$ cat src/rtl/data_mem_pkg.sv
// Shared types and constants for the two-port data memory arbiter:
// access-size encodings, FSM states and requester ids.
package data_mem_pkg;

  localparam int DATA_W = 32;

  typedef enum logic [1:0] {
    SZ_BYTE    = 2'b00,
    SZ_HALF    = 2'b01,
    SZ_WORD    = 2'b10,
    SZ_ILLEGAL = 2'b11
  } size_e;

  typedef enum logic [1:0] {
    IDLE   = 2'b00,
    ACCESS = 2'b01,
    RESP   = 2'b10
  } state_e;

  localparam logic REQ_CPU = 1'b0;
  localparam logic REQ_DMA = 1'b1;

  // Request fields captured at the handshake (address kept separately,
  // its width depends on the memory size).
  typedef struct packed {
    logic              wen;
    size_e             size;
    logic              is_unsigned;
    logic [DATA_W-1:0] wdata;
  } req_t;

endpackage

$ cat src/rtl/mem_lane_align.sv
// Byte-lane alignment between requesters and the word-wide memory:
// read-merge for narrow stores and sign/zero extension for narrow loads.
module mem_lane_align
  import data_mem_pkg::*;
(
  input  logic [DATA_W-1:0] i_dout,
  input  logic [DATA_W-1:0] i_wdata,
  input  size_e             i_size,
  input  logic              i_unsigned,
  output logic [DATA_W-1:0] o_din,
  output logic [DATA_W-1:0] o_rdata
);

  logic w_sign_b;
  logic w_sign_h;

  assign w_sign_b = ~i_unsigned & i_dout[7];
  assign w_sign_h = ~i_unsigned & i_dout[15];

  // NOTE: every output gets a default before the case so no path leaves it
  // unassigned; otherwise synthesis infers a latch.
  always_comb begin
    o_din   = i_wdata;
    o_rdata = '0;
    case (i_size)
      SZ_BYTE: begin
        o_din   = {i_dout[31:8], i_wdata[7:0]};
        o_rdata = {{24{w_sign_b}}, i_dout[7:0]};
      end
      SZ_HALF: begin
        o_din   = {i_dout[31:16], i_wdata[15:0]};
        o_rdata = {{16{w_sign_h}}, i_dout[15:0]};
      end
      SZ_WORD: begin
        o_din   = i_wdata;
        o_rdata = i_dout;
      end
      default: ;
    endcase
  end

endmodule

$ cat src/rtl/data_mem_arbiter.sv
// Round-robin arbiter sharing a single-port byte-addressed data memory
// between the CPU LSU (port 0) and the debug/DMA loader (port 1).
module data_mem_arbiter
  import data_mem_pkg::*;
#(
  parameter int DATA_LENGTH = 32,
  parameter int MEM_SIZE    = 256,
  parameter int ADDR_W      = $clog2(MEM_SIZE)
) (
  input  logic                   clk,
  input  logic                   reset,

  input  logic                   req0_valid,
  output logic                   req0_ready,
  input  logic                   req0_wen,
  input  logic [ADDR_W-1:0]      req0_addr,
  input  logic [1:0]             req0_size,
  input  logic                   req0_unsigned,
  input  logic [DATA_LENGTH-1:0] req0_wdata,
  output logic                   rsp0_valid,
  output logic [DATA_LENGTH-1:0] rsp0_rdata,
  output logic                   rsp0_err,

  input  logic                   req1_valid,
  output logic                   req1_ready,
  input  logic                   req1_wen,
  input  logic [ADDR_W-1:0]      req1_addr,
  input  logic [1:0]             req1_size,
  input  logic                   req1_unsigned,
  input  logic [DATA_LENGTH-1:0] req1_wdata,
  output logic                   rsp1_valid,
  output logic [DATA_LENGTH-1:0] rsp1_rdata,
  output logic                   rsp1_err,

  output logic                   mem_wen,
  output logic [ADDR_W-1:0]      mem_addr,
  output logic [DATA_LENGTH-1:0] mem_din,
  input  logic [DATA_LENGTH-1:0] mem_dout
);

  localparam int CHK_W = ADDR_W + 3;

  state_e                 r_state;
  state_e                 w_next;
  logic                   r_prio;
  logic                   r_id;
  logic [ADDR_W-1:0]      r_addr;
  req_t                   r_req;
  logic [DATA_LENGTH-1:0] r_rdata;
  logic                   r_err;
  logic [DATA_LENGTH-1:0] r_mem_din;

  logic                   w_grant0;
  logic                   w_grant1;
  logic                   w_hs;
  logic                   w_win;
  req_t                   w_req;
  logic [ADDR_W-1:0]      w_addr;
  logic [CHK_W-1:0]       w_end;
  logic                   w_err;
  logic [DATA_LENGTH-1:0] w_merge;
  logic [DATA_LENGTH-1:0] w_extract;

  // A lone requester always wins; on contention prio names the winner.
  assign w_grant0 = req0_valid & (~req1_valid | (r_prio == REQ_CPU));
  assign w_grant1 = req1_valid & (~req0_valid | (r_prio == REQ_DMA));
  assign w_hs     = w_grant0 | w_grant1;
  assign w_win    = w_grant1 ? REQ_DMA : REQ_CPU;

  assign w_addr = w_win ? req1_addr : req0_addr;
  assign w_req  = w_win
                ? '{wen: req1_wen, size: size_e'(req1_size),
                    is_unsigned: req1_unsigned, wdata: req1_wdata}
                : '{wen: req0_wen, size: size_e'(req0_size),
                    is_unsigned: req0_unsigned, wdata: req0_wdata};

  // Widened so an address near the top of memory cannot wrap past the check.
  assign w_end = {3'b000, r_addr} + CHK_W'(4);
  assign w_err = (r_req.size == SZ_ILLEGAL) || (w_end > CHK_W'(MEM_SIZE));

  mem_lane_align u_align (
    .i_dout     (mem_dout),
    .i_wdata    (r_req.wdata),
    .i_size     (r_req.size),
    .i_unsigned (r_req.is_unsigned),
    .o_din      (w_merge),
    .o_rdata    (w_extract)
  );

  assign mem_addr = r_addr;

  always_comb begin
    w_next     = r_state;
    req0_ready = 1'b0;
    req1_ready = 1'b0;
    mem_wen    = 1'b0;
    mem_din    = r_mem_din;
    rsp0_valid = 1'b0;
    rsp1_valid = 1'b0;
    case (r_state)
      IDLE: begin
        req0_ready = w_grant0 & ~reset;
        req1_ready = w_grant1 & ~reset;
        if (w_hs) w_next = ACCESS;
      end
      ACCESS: begin
        if (r_req.wen && !w_err) begin
          mem_wen = ~reset;
          mem_din = w_merge;
        end
        w_next = RESP;
      end
      RESP: begin
        rsp0_valid = (r_id == REQ_CPU) & ~reset;
        rsp1_valid = (r_id == REQ_DMA) & ~reset;
        w_next     = IDLE;
      end
      default: w_next = IDLE;
    endcase
  end

  assign rsp0_rdata = rsp0_valid ? r_rdata : '0;
  assign rsp1_rdata = rsp1_valid ? r_rdata : '0;
  assign rsp0_err   = rsp0_valid & r_err;
  assign rsp1_err   = rsp1_valid & r_err;

  // NOTE: state is updated with non-blocking assignments so every register
  // samples the values from before this edge, independent of statement order.
  always_ff @(posedge clk) begin
    if (reset) begin
      r_state   <= IDLE;
      r_prio    <= REQ_CPU;
      r_id      <= REQ_CPU;
      r_addr    <= '0;
      r_req     <= '0;
      r_rdata   <= '0;
      r_err     <= 1'b0;
      r_mem_din <= '0;
    end else begin
      r_state <= w_next;
      if (r_state == IDLE && w_hs) begin
        r_addr <= w_addr;
        r_req  <= w_req;
        r_id   <= w_win;
        r_prio <= ~w_win;
      end
      if (r_state == ACCESS) begin
        r_err   <= w_err;
        r_rdata <= (w_err || r_req.wen) ? '0 : w_extract;
        if (mem_wen) r_mem_din <= mem_din;
      end
    end
  end

endmodule

$ cat config.mk
export PLATFORM = sky130hd
export DESIGN_NAME = data_mem_arbiter
export DESIGN_NICKNAME = d
export VERILOG_FILES = /design/src/rtl/data_mem_pkg.sv /design/src/rtl/mem_lane_align.sv /design/src/rtl/data_mem_arbiter.sv
export SDC_FILE = /design/constraint.sdc
export NUM_CORES = 1
export LEC_CHECK = 0
export CORE_UTILIZATION = 46
export CTS_BUF_LIST = sky130_fd_sc_hd__clkbuf_2
export DETAILED_ROUTE_END_ITERATION = 8
export GPL_ROUTABILITY_DRIVEN = 0
export PLACE_DENSITY = 0.83
export SETUP_SLACK_MARGIN = 0.5
export SYNTH_ARGS = -nofsm -noshare
export SYNTH_HDL_FRONTEND = slang
export SYNTH_SLANG_ARGS = --single-unit
$ cat constraint.sdc
create_clock -name clk -period 2.1 [get_ports clk]
set_input_delay 0.315 -clock clk [delete_from_list [all_inputs] [get_ports clk]]
set_output_delay 0.315 -clock clk [all_outputs]
set_load 0.05 [all_outputs]
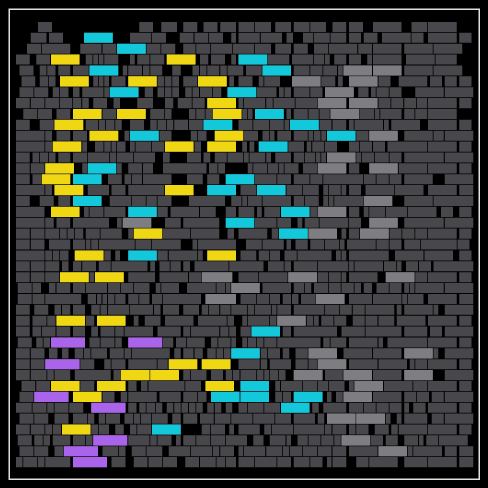
Figure 1: run 1, sequential cells coloured by netlist name.
(4 px per um) Other sequential cells in the stronger grey, the rest of the logic in the fainter grey.
colour	signal	flops
yellow	`r_req`	36
purple	`mem_addr`	8
cyan	`r_mem_din`	32

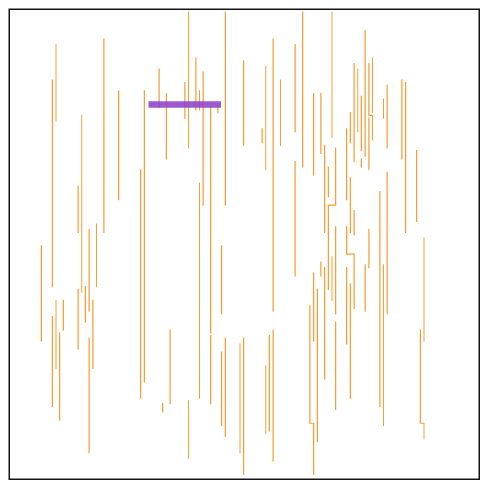
Figure 2: run 1, routed metal, one colour a layer.
(4 px per um) Only two layers are drawn.
colour	layer	wire length
purple	metal 5	16.6 um
orange	metal 4	2,140 um

==> results.txt, run 1 <==
run results: status=complete, but fails checks, largest net degree at the start of global routing=51, Hold Crit Depth=3, flip-flops=113, Cell Type Count=40, combinational share of cell area=36.34%, Critical Path End Type=output pin, DR pass1 iterations=9, initial antenna violation count=1, syn avg cell area=8.339 um^2, gr ovfl total=0, Yosys Warn Count=0, Crit Path Class=reg -> out, nets=1,121, Flop area=2295 um^2, Clock transition at path regs=0.18 ns, Residual DRC=1, Bufs on Longest Clock Path=2, Routed WL=30,850 um, die width=117.1 um, cycle use final=128.9%, Worst EP arrival=2.39 ns, CTS Hold Buffers Added=0, failing checks=design-rule violations, negative setup slack, first-pass GRT wire length=37,250 um, Async SR Flop Fraction=0%, worst setup margin=-0.6076 ns, CORE AREA=12,770 um^2, ys flop type=dfxtp_1, CP Launch Type=register, Yosys chip area=6096 um^2, Power Dens Cells=513.8 nW/um^2, setup_tns=-43.95 ns, MaxCap Viol Count=0, Worst R2R Path Depth=6, Final Setup Violations=103, Slew Limit Fails=0, Syn Std Cell Area=6096 um^2, Worst Setup Slack post-DPL=0.01685 ns, Hold Path Origin=req0_addr[6], H-tree levels=4, Layout area overhead=90.35%, row count=41, CTS Buf Count=17, Leakage=0.004530 uW, worst slew pin tran=0.9732 ns, delay-heaviest family, CP=flip-flops, vias per inst=6.484, routed len/inst=26.10 um, Repair and plain buffers=322, critical path's slowest cell=dfxtp_4, Detail Placement HPWL=15,390 um, sequential share of cell area=19.78%, total power=5962 uW, RSZ-0062 raised after global routing=true, fill cell count=493, Yosys reg bits=113, WP depth=5, number of I/O port buffers=234, WP buf/inv=2, Non-clock buffer share=39.23%, Comb gate area=4217 um^2, Largest cell class=buffers, I/O pin total=235, critical path fanouts, max=21, CP startpoint=mem_addr[5], CTS tree=done, critical-path cell list=nand4_1 > o2111a_2 > buf_12 > mux2_4 > buf_12, tool warnings=29, # Cells Yosys=731, number of global-route vias before repair=6,926, Latency at later pin=0.71 ns, Init Core Util=47.72%, Endpoint, Worst Hold=mem_addr[6], Max IR drop VDD=0.0003601 V, clk sink count=113, Post-Syn Instances=731, share of layout cells above drive strength 1=45.45%, MI comb cells=520, Antenna Cells=0, r2r endpoint=r_rdata[30], Vias=7,664, Tmin final=2.708 ns, initial DRC count=982, achievable frequency=369.3 MHz, Die Size=13,720 um^2, reg-to-reg startpoint=mem_addr[1], Worst EP required=1.78 ns, Post-DRT Antenna Nets=0, register share after synthesis=37.11%, net count after synthesis=855, clk_skew=0.05272 ns, headroom to the max-slew limit=34.97%, count of final hold-check violations=0, min-delay worst type=in -> reg, clk root buf=clkbuf_2, Inverters=23, Clock-cell share=2.060%, GRT Total Usage=36.41%, # clk buffers=19
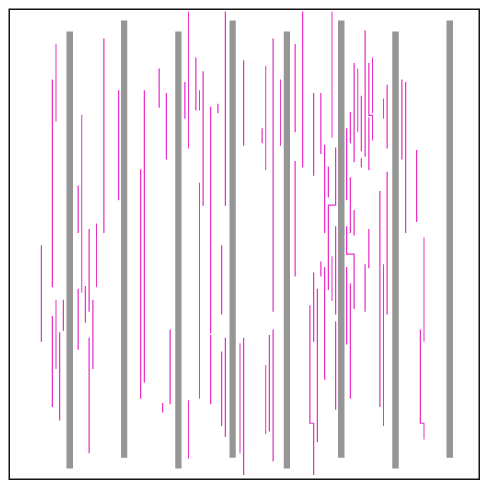
Figure 3: run 1, signal wires on met4.
(4 px per um) Supply wires on this layer in grey.
wire length on this layer	2,140 um
nets with wire on the layer	82

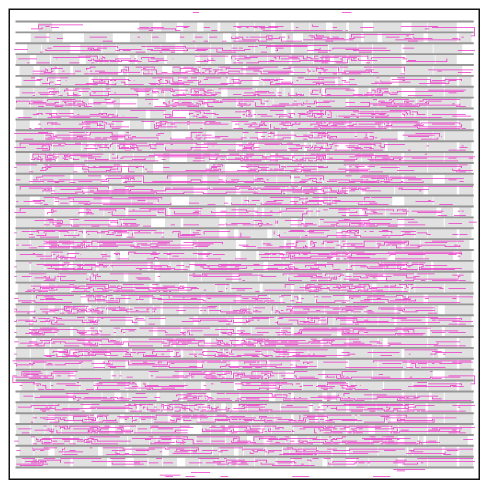
Figure 4: run 1, met1 routing.
(4 px per um) Supply wires on this layer in grey. Cells faint in the background.
share of all routed wire	34%
main direction	horizontal
longest straight run	42.8 um
nets with wire on the layer	1,010

## run 1: synth_stat cells, drive strengths merged (3+ instances only)
cell type	count	area share, %
a31oi	44	4.5
nand2	75	4.6
inv	23	1.4
mux2i	25	4.1
nand3	93	7.6
a221oi	18	2.6
o32ai	11	1.6
nor2b	9	0.92
o21ai	53	4.4
o31ai	5	0.62
dfxtp	113	37
a22oi	16	2.0
nor4b	3	0.88
a21oi	16	1.3
nor2	5	0.31
clkbuf	50	3.1
and2	66	6.8
or3b	8	1.1
mux2	56	10
buf	25	2.2
## run 1: routing by layer
metal | routed length, um | part of all wire [%] | GRT usage (%)
met5 | 16 | 0.052 | 0
met4 | 2144 | 6.9 | 19.41
met3 | 3489 | 11 | 9.784
met2 | 14680 | 48 | 60.83
met1 | 10510 | 34 | 42.75
## run 1: cells in the final DEF, fill, tap and decap left out, types with 4 or more instances in the layout
| cell type | Yosys | routed |
|---|---|---|
| clkdlybuf4s50_1 | 0 | 122 |
| dfxtp_1 | 113 | 103 |
| buf_12 | 0 | 100 |
| nand2_1 | 75 | 74 |
| nand3_1 | 93 | 67 |
| and2_4 | 0 | 66 |
| buf_6 | 3 | 48 |
| a31oi_1 | 44 | 43 |
| mux2_4 | 0 | 37 |
| buf_4 | 1 | 27 |
| o21ai_2 | 0 | 26 |
| nand3_2 | 0 | 25 |
| mux2i_1 | 25 | 24 |
| inv_1 | 23 | 22 |
| mux2_2 | 21 | 19 |
| clkbuf_2 | 2 | 19 |
| a221oi_1 | 18 | 17 |
| a21oi_1 | 16 | 16 |
| a22oi_1 | 16 | 16 |
| o21ai_0 | 53 | 14 |
| o21ai_1 | 0 | 11 |
| clkbuf_16 | 0 | 11 |
| nor2b_1 | 9 | 9 |
| or3b_2 | 8 | 8 |
| buf_16 | 0 | 8 |
| dfxtp_4 | 0 | 8 |
| o32ai_2 | 0 | 7 |
| buf_8 | 0 | 6 |
| o32ai_1 | 11 | 4 |
| clkinv_2 | 0 | 4 |
## run 1: where the power goes
group	internal, uW	switching [uW]
Sequential	2280	152
Combinational	915	1040
Clock	651	919
## run 1: worst register-to-register path, stage by stage, from the launching register on
cell       delay [ns]
dfxtp_4          0.40
o211ai_1         0.26
buf_4            0.18
buf_4            0.10
buf_4            0.12
o2111ai_4        0.32
a221oi_1         0.47
## run 1: registers in the layout, summed over array words and instances, names as in the netlist
signal and cells:
r_prio 1, r_err 1, mem_addr 8, r_mem_din 32, r_req 36, r_state 2, r_id 1, r_rdata 32
## run 1: through the flow
stage / hold slack, ns / area (um^2) / util (%) / instances
detailed placement: 0.4523 / 9781 / 76.57 / 1095
finish: 0.1875 / 11600 / 90.84 / 1182
floorplan: 0.4313 / 6492 / - / 731
CTS: 0.1317 / 10630 / 83.23 / 1156
global route: 0.1857 / 11600 / 90.84 / 1182
global placement: 0.4422 / 9781 / 76.57 / 1095
## run 1: what timing repair did
item	CTS	global route
gates resized	119	154
endpoints found under the hold margin	0	0
cloned	8	16
buffers inserted	21	10
pin swaps	12	64
setup endpoints to repair	192	211
## run 1: cells by family after synthesis
logic type | share of synthesized area [%]
compound gates | 18.29
buf+inv | 6.773
flops | 37.11
mux | 14.45
simple gates | 23.38
Figure 5. Congestion heat map (run 1).
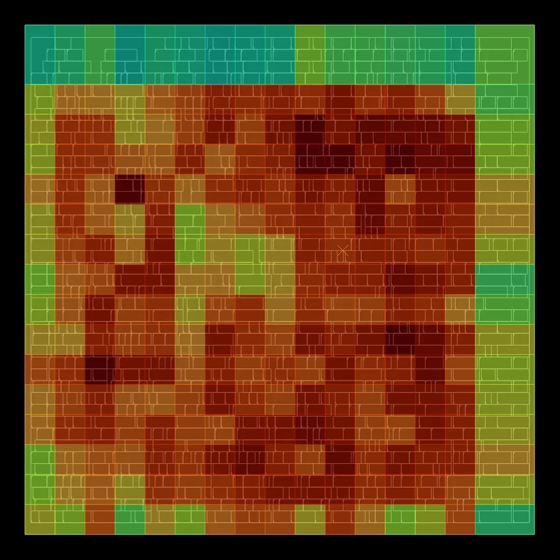

==> run 2: changes to the inputs <==
CORE_UTILIZATION = 44   (was 46)
SYNTH_HIERARCHICAL = 1   (was unset)
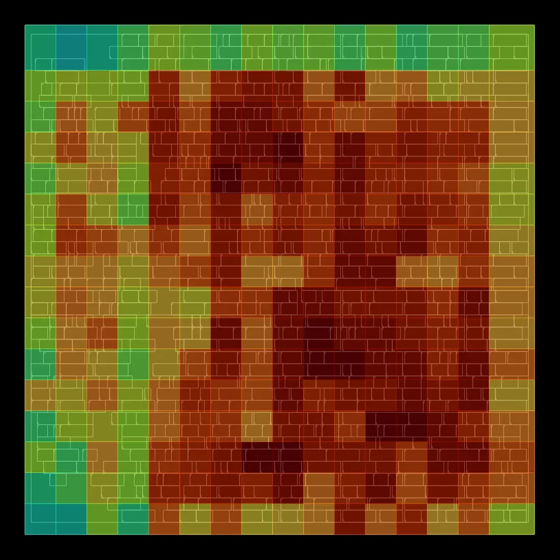
Figure 6: run 2, congestion heat map.
GR Util met2: 70.73%
GRT Total Usage: 42.53%

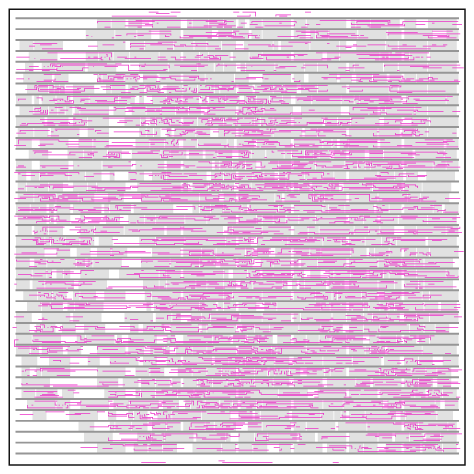
Figure 7: run 2, met1 routing.
(4 px per um) Supply wires on this layer in grey. Cells faint in the background.
share of all routed wire	34%
longest straight run	48.8 um
main direction	horizontal

==> run 2 against run 1 <==
  * Combinational power down 2%
  * Largest power group unchanged
  * The flow finishes with violations (negative setup slack)
  * Critical endpoint unchanged
  * Non-clock buffer count unchanged
  * Maximum frequency down 8.4%
  * Clock skew up 0.027 ns
  * Synthesized cell count down 24%
  * Largest cell class unchanged
  * Sequential power about the same
  * Hold slack worse by 0.042 ns
  * Critical path depth unchanged
  * Setup slack worse by 0.25 ns
==> results.txt, run 2 <==
run results: status=complete, but fails checks, failing checks=negative setup slack, Reg2Reg Setup Slack=-0.07 ns, Synth top cell by count=dfxtp_1, Basic Gates by Area=21.01%, Largest regs=r_req (36), r_mem_din (32), r_rdata (32), worst slew pin tran=0.6702 ns, initial DRC count=931, Top cell area share=41.29%, Routed WL=28,930 um, Endpoint, Worst Hold=r_req[23], cycle use final=140.7%, Cell Type Count=32, row count=40, Clock transition at path regs=0.25 ns, Die Size=12,900 um^2, Leakage=0.004425 uW, initial antenna violation count=0, CTS Buf Count=17, Post-Synth XOR/XNOR Area=0%, number of global-route vias before repair=6,750, Vias=6,561, Yosys chip area=5479 um^2, Slew Limit Fails=0, Switching Fraction=34.92%, gr ovfl total=0, register share after synthesis=41.29%, delay-heaviest family, CP=AND-OR/OR-AND gates, Reg power frac=41.6%, Final Core Density=87.51%, power share of the combinational group=32.9%, Worst R2R Path Depth=10, MaxCap Viol Count=0, tool warnings=31, reg-to-reg startpoint=mem_addr[1], syn avg cell area=9.872 um^2, Layout area overhead=92.65%, vias per inst=6.458, Async SR Flop Fraction=0%, worst setup margin=-0.8546 ns, top comb family, area=simple AND/OR/NAND/NOR gates, Final Setup Violations=113, Hold Crit Depth=3, clk sink count=113, Post-Syn Instances=555, post-synth top area cell=dfxtp_1, Latency at later pin=0.78 ns, Worst EP arrival=2.64 ns, Power Dens Cells=553.8 nW/um^2, max reg flops=36, Sw Pwr=2041 uW, Syn Std Cell Area=5479 um^2, ys flop type=dfxtp_1, Worst EP required=1.78 ns, Crit Path Class=reg -> out, Yosys Warn Count=6, count of final hold-check violations=0, achievable frequency=338.5 MHz, share of layout cells above drive strength 1=50.24%, AO/OA Area Share=17.99%, Residual DRC=0, clk root buf=clkbuf_2, dominant logic cell type in the layout=clkdlybuf4s50_1, RSZ-0062 raised after global routing=true, net count after synthesis=679, Antenna Cells=0, Biggest register=r_req, Critical Path End Type=output pin, I/O pin total=235, CP Launch Type=register, most instantiated logic cells after routing=122 x clkdlybuf4s50_1, 101 x dfxtp_1, 88 x buf_12, 73 x nor2_1, CORE AREA=12,060 um^2, Hold Path Origin=reset, Yosys reg bits=113, Post-DRT Antenna Nets=0, Adder Area Share=0%, largest net degree at the start of global routing=110, routed len/inst=28.47 um, top cells by count=113 x dfxtp_1, 80 x nor2_1, 75 x and2_1, Bufs on Longest Clock Path=2, critical-path cell list=and4_4 > a2111o_2 > buf_12 > mux2_4 > buf_6, Design Area, Final=10,560 um^2, top cells, area=dfxtp_1 41%, and2_1 8.6%, a222oi_1 8.0%, die width=113.6 um, r2r endpoint=r_rdata[0], mux cell area share after synthesis=13.50%, headroom to the max-slew limit=55.13%, power share of the clock group=25.5%, Detail Placement HPWL=13,580 um, critical path fanouts, max=33, DR pass1 iterations=7, first-pass GRT wire length=40,490 um, Tmin final=2.955 ns, critical path's slowest cell=a2111o_2
==> run 2: logic make-up after synthesis <==
kind of cell	Yosys count
muxes	56
buffers and inverters	67
AOI/OAI and AO/OA	110
and+or+nand+nor	209
DFF	113
==> run 2: cell type report <==
| cell class | count | area [um^2] |
|---|---|---|
| fill | 470 | 1506 |
| timing repair buffer | 322 | 4439 |
| clock inverter | 12 | 118.9 |
| inverter | 5 | 18.77 |
| clock buffer | 20 | 100.1 |
| tap | 168 | 210.2 |
| sequential | 113 | 2290 |
| multi-input combinational | 376 | 3378 |
==> run 2: per-stage QoR <==
| stage | setup slack [ns] | total power (uW) | hold WS (ns) | instances | TNS, ns |
|---|---|---|---|---|---|
| 2_1_floorplan | 0.08664 | 3218 | 0.4376 | 555 | 0 |
| 3_3_place_gp | 0.02633 | 3724 | 0.4558 | 924 | 0 |
| 3_5_place_dp | -0.01018 | 3773 | 0.4645 | 924 | -0.01082 |
| 4_1_cts | -0.7637 | 5536 | 0.1685 | 1011 | -45.71 |
| 5_1_grt | -0.9207 | 5990 | 0.1616 | 1016 | -64.16 |
| 6_report | -0.8546 | 5846 | 0.1460 | 1016 | -56.81 |
==> run 2: metal layers <==
layer / vias up / track usage [%] / share of wire [%]
met2: 633 / 70.73 / 47
li1: 2576 / - / -
met5: - / 0 / 0
met4: 0 / 30.61 / 7.5
met1: 3143 / 44.86 / 34
met3: 209 / 14.93 / 11
==> run 2: power by group through the flow <==
stage / combinational, uW / sequential (uW) / clock [uW]
after global placement: 1300 / 2420 / 0
after floorplan: 769 / 2450 / 0
final: 1920 / 2430 / 1490
after detailed placement: 1340 / 2430 / 0
after CTS: 1730 / 2400 / 1410
after global routing: 1970 / 2440 / 1590
==> run 2: timing repair <==
action                                  CTS  global route
cloned                                   20             0
resized                                 216            38
hold buffers                              1             0
setup buffers                            34             5
endpoints found under the hold margin     7             0
pin swaps                                45            35
endpoints found under the setup margin  206           222
==> run 2: worst reg2reg max path: stages (launching register included) <==
cell,delay (ns)
dfxtp_4,0.40
o211a_1,0.23
buf_4,0.14
buf_6,0.10
buf_6,0.11
a2111oi_4,0.35
buf_6,0.20
buf_6,0.12
buf_16,0.13
a22oi_2,0.08
nor2_2,0.18
==> run 2: how the worst max path moves through the flow <==
stage,from,end,slack [ns],cells after the start
after global routing,mem_addr[1],mem_din[16],-0.92,5
after floorplan,mem_addr[1],mem_din[10],0.09,5
after global placement,mem_addr[1],mem_din[8],0.03,5
final,mem_addr[4],mem_din[16],-0.85,5
after CTS,mem_addr[5],mem_din[25],-0.76,5
after detailed placement,mem_dout[7],r_rdata[29],-0.01,5
Power is estimated from default activity; no workload was simulated.
